`src/rtl/alu_seq_8b.sv`:
```
// alu_seq_8b: 8-bit sequential ALU front-end that runs two nibble passes
// through an external combinational 4-bit ALU (low nibble, then high nibble).
// Optional signed overflow output is enabled with `define ALU_SEQ_OVF_EN.
module alu_seq_8b (
    input  logic       clk,
    input  logic       rst_n,
    input  logic       in_valid,
    output logic       in_ready,
    input  logic [2:0] op,
    input  logic [7:0] a,
    input  logic [7:0] b,
    output logic [3:0] alu_a,
    output logic [3:0] alu_b,
    output logic [2:0] alu_s,
    output logic       alu_cin,
    input  logic [3:0] alu_f,
    input  logic       alu_cout,
    output logic       out_valid,
    input  logic       out_ready,
    output logic [7:0] result,
    output logic       carry,
    output logic       zero
`ifdef ALU_SEQ_OVF_EN
    ,
    output logic       ovf
`endif
);

    typedef enum logic [1:0] {IDLE = 2'd0, LO = 2'd1, HI = 2'd2, DONE = 2'd3} state_t;

    localparam logic [2:0] OP_ADD = 3'b001;
    localparam logic [2:0] OP_SUB = 3'b010;
    localparam logic [2:0] OP_RSV = 3'b111;

    state_t     r_state;
    state_t     w_next;
    logic [2:0] r_op;
    logic [7:0] r_a;
    logic [7:0] r_b;
    logic       r_c_lo;
    logic [7:0] r_result;
    logic       r_carry;
    logic       r_zero;
    logic       w_arith;
    logic [3:0] w_f;

    // add/sub chain the low-nibble carry into the high pass
    assign w_arith = (r_op == OP_ADD) || (r_op == OP_SUB);
    // reserved op always yields zero regardless of what the ALU returns
    assign w_f     = (r_op == OP_RSV) ? 4'h0 : alu_f;

    assign result  = r_result;
    assign carry   = r_carry;
    assign zero    = r_zero;

    // state register
    always_ff @(posedge clk or negedge rst_n) begin
        if (!rst_n) r_state <= IDLE;
        else        r_state <= w_next;
    end

    // next-state logic
    always_comb begin
        w_next = r_state;
        case (r_state)
            IDLE:    if (in_valid) w_next = LO;
            LO:      w_next = HI;
            HI:      w_next = DONE;
            DONE:    if (out_ready) w_next = IDLE;
            default: w_next = IDLE;
        endcase
    end

    // outputs: handshake and ALU drive per state
    always_comb begin
        in_ready  = (r_state == IDLE);
        out_valid = (r_state == DONE);
        alu_a     = 4'h0;
        alu_b     = 4'h0;
        alu_s     = 3'b000;
        alu_cin   = 1'b0;
        case (r_state)
            LO: begin
                alu_a = r_a[3:0];
                alu_b = r_b[3:0];
                alu_s = r_op;
            end
            HI: begin
                alu_a = r_a[7:4];
                if (r_op == OP_ADD) begin
                    alu_s   = OP_ADD;
                    alu_b   = r_b[7:4];
                    alu_cin = r_c_lo;
                end else if (r_op == OP_SUB) begin
                    // high nibble of a subtract is a + ~b + borrow-chain carry
                    alu_s   = OP_ADD;
                    alu_b   = ~r_b[7:4];
                    alu_cin = r_c_lo;
                end else begin
                    alu_s = r_op;
                    alu_b = r_b[7:4];
                end
            end
            default: ;
        endcase
    end

    // request capture, only when idle
    always_ff @(posedge clk or negedge rst_n) begin
        if (!rst_n) begin
            r_op <= 3'b000;
            r_a  <= 8'h00;
            r_b  <= 8'h00;
        end else if (r_state == IDLE && in_valid) begin
            r_op <= op;
            r_a  <= a;
            r_b  <= b;
        end
    end

    // result and flags: low nibble in LO, high nibble and flags in HI
    always_ff @(posedge clk or negedge rst_n) begin
        if (!rst_n) begin
            r_result <= 8'h00;
            r_c_lo   <= 1'b0;
            r_carry  <= 1'b0;
            r_zero   <= 1'b0;
        end else if (r_state == LO) begin
            r_result[3:0] <= w_f;
            r_c_lo        <= alu_cout;
        end else if (r_state == HI) begin
            r_result[7:4] <= w_f;
            r_carry       <= w_arith & alu_cout;
            r_zero        <= ({w_f, r_result[3:0]} == 8'h00);
        end
    end

`ifdef ALU_SEQ_OVF_EN
    logic r_ovf;
    assign ovf = r_ovf;

    // signed overflow from operand signs and the new result sign bit
    always_ff @(posedge clk or negedge rst_n) begin
        if (!rst_n) begin
            r_ovf <= 1'b0;
        end else if (r_state == HI) begin
            if (r_op == OP_ADD)
                r_ovf <= (r_a[7] == r_b[7]) && (w_f[3] != r_a[7]);
            else if (r_op == OP_SUB)
                r_ovf <= (r_a[7] != r_b[7]) && (w_f[3] != r_a[7]);
            else
                r_ovf <= 1'b0;
        end
    end
`endif

endmodule

```
`config.mk`:
```
export PLATFORM = sky130hd
export DESIGN_NAME = alu_seq_8b
export DESIGN_NICKNAME = d
export VERILOG_FILES = /design/src/rtl/alu_seq_8b.sv
export SDC_FILE = /design/constraint.sdc
export NUM_CORES = 1
export LEC_CHECK = 0
export ABC_CLOCK_PERIOD_IN_PS = 3000
export CAP_MARGIN = 15
export CELL_PAD_IN_SITES_DETAIL_PLACEMENT = 1
export CELL_PAD_IN_SITES_GLOBAL_PLACEMENT = 2
export CORE_MARGIN = 2
export CORE_UTILIZATION = 30
export DETAILED_ROUTE_END_ITERATION = 6
export HOLD_SLACK_MARGIN = 0.12
export PLACE_DENSITY_LB_ADDON = 0.1
export SKIP_CTS_REPAIR_TIMING = 1
export SLEW_MARGIN = 40
export SYNTH_ARGS = -nofsm -noshare
export SYNTH_HDL_FRONTEND = slang
export SYNTH_SLANG_ARGS = --single-unit
```
`constraint.sdc`:
```
create_clock -name clk -period 3 [get_ports clk]
set_input_delay 0.6 -clock clk [delete_from_list [all_inputs] [get_ports clk]]
set_output_delay 0.6 -clock clk [all_outputs]
set_load 0.02 [all_outputs]
```
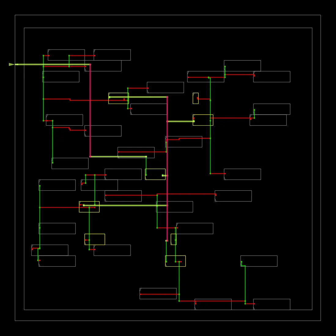
final_clocks.png
total CTS buffers: 5
clk_lat worst skew: 0.28 ns
Setup Skew: 0.00678 ns
Clock group: 0.000342 W
# clk buffers: 8

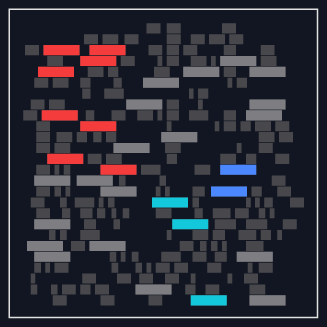
registers.png
Scale: 4 px per µm. Other sequential cells in the stronger grey, the rest of the logic in the fainter grey.
| netlist name | colour | placed flops |
|---|---|---|
| r_a | red | 8 |
| r_state | blue | 2 |
| r_op | cyan | 3 |
Util after Layout: 44.6%
Sequential Power: 0.000817 W

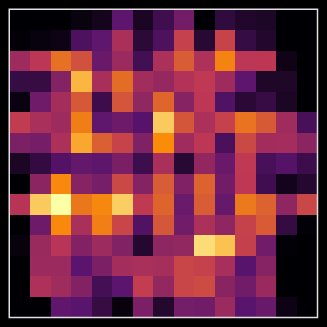
wire_density.png
Scale: 4 px per µm. The die is cut into 15 by 15 equal tiles; black is low, pale yellow is high, scaled to the fullest tile. Values are wire area over tile area, all layers added.
emptiest ninth of the die: north-east
fullest tile: 0.33
mean over tiles: 0.11
nearly empty tiles: 12%
Total GRT Usage: 15.7%
vias: 1,293

==> impl_metrics.yaml <==
# synthesis and place-and-route metrics
run_status:
  status: "finished, final reports clean"
power:
  ir_drop_mv: 0.389
  clkPwrFrac_pct: 13.3
  p_leak_nw: 0.972
worst_setup_path:
  cp_slowest_stage_delay_ns: 0.62
  start_kind: "flop"
  critPathKind: "reg -> out"
routing:
  drc: 0
  antenna_left: 0
  dr.pass1.iters: 4
  first_iter_violations: 41
  avgViaCountPerCell: 4.79
synth:
  synth.logic.top_family: "AND-OR/OR-AND gates"
  syn_inst: 144
  synth_nets: 177
  ys_sh_aoi_pct: 15.1
  yosysCellCount: 144
  synthXorXnorAreaFrac_pct: 0.553
  syn_avg_cell_area_um2: 11.0
  ys.warnings.count: 0
  adder_share_pct: 3.95
cells_and_area:
  fin_area_mm2: 0.00228
  layout.cells.non_filler: 270
  finalNetCount: 232
  lay_top_count: "clkdlybuf4s50_1"
sta:
  hold_violations: 0
  fin_ws_ns: 0.151
  fin_crit_ns: 2.85
  slew_violations: 0
  setup_viol: 0
  fmax_mhz: 351
  fin_setup_tns_ns: 0
  hold_ws_ns: 0.512
worst_hold_path:
  hold_class: "reg -> reg"
placement:
  io_buffers: 51
  dpl-instance-area_mm2: 0.00218
  place_hpwl_um: 3010
  place_inst: 262
  place.gp.congestion: 0.727
run:
  drv_cap: 0
floorplan:
  fp-utilization_pct: 31.0
  chip_area_mm2: 0.00588
  die_h_um: 76.7
grt:
  grt_max_degree: 33
  grt_remaining_overflow: 0
cts:
  cts_buffer_depth: 2
  root_buffer: "clkbuf_8"
  cts_tree: "yes"
[Yosys cell counts (all sizes together)]
cell     count  share of area [%]
dfrtp       32                 51
mux2        21                 15
nand2       13                3.1
inv         12                2.8
nand3        9                2.8
o21ai        9                2.8
nor2b        7                2.8
a21oi        6                2.8
ha           5                3.9
a21o         4                1.9
a22oi        4                1.9
a2bb2oi      4                2.2
clkbuf       4               0.95
buf          3               0.95
a21boi       1               0.47
a31o         1               0.55
nor2         1               0.24
nor3         1               0.32
nor4         1               0.40
o211a        1               0.63
o32a         1               0.63
o32ai        1               0.55
o41ai        1               0.55
or3b         1               0.55
xnor2        1               0.55
[registers in the layout (all words and copies together), names as in the netlist]
register  flops
result        8
carry         1
r_op          3
r_c_lo        1
r_a           8
r_b           8
zero          1
r_state       2
[logic make-up (layout without fill, tap and decap cells)]
family          after synthesis  after routing
simple gates                 33             33
flops                        32             32
xor+xnor                      1              1
compound gates               33             33
buf+inv                      19             75
fa+ha+maj                     5              5
mux                          21             21
[area by class of cell]
cell class,count,area [µm²]
clock buffers,8,90.1
fillers,582,2830
inverters,12,45.0
multi-input cells,93,713
flip-flops and latches,32,801
well taps,70,87.6
repair buffers,55,541
[routing by layer]
layer / part of all wire [%] / track usage, %
met1: 44 / 18.4
met2: 50 / 27.6
met3: 4.4 / 4.24
met4: 1.4 / 5.45
met5: 0 / 0
[worst paths after layout]
check                           cells after the start  slack [ns]       start   endpoint
worst max-delay path                                4        0.15     r_op[2]   alu_b[0]
worst min-delay path                                1        0.51      r_a[2]     r_a[2]
worst max register to register                      5        1.45  r_state[0]     r_a[0]
worst min register to register                      1        0.51      r_a[2]     r_a[2]
max in group asynchronous                           2        1.96       rst_n     r_a[4]
min in group asynchronous                           2        0.73       rst_n  result[0]
No activity file was given, so power comes from the tool's default toggle rates.
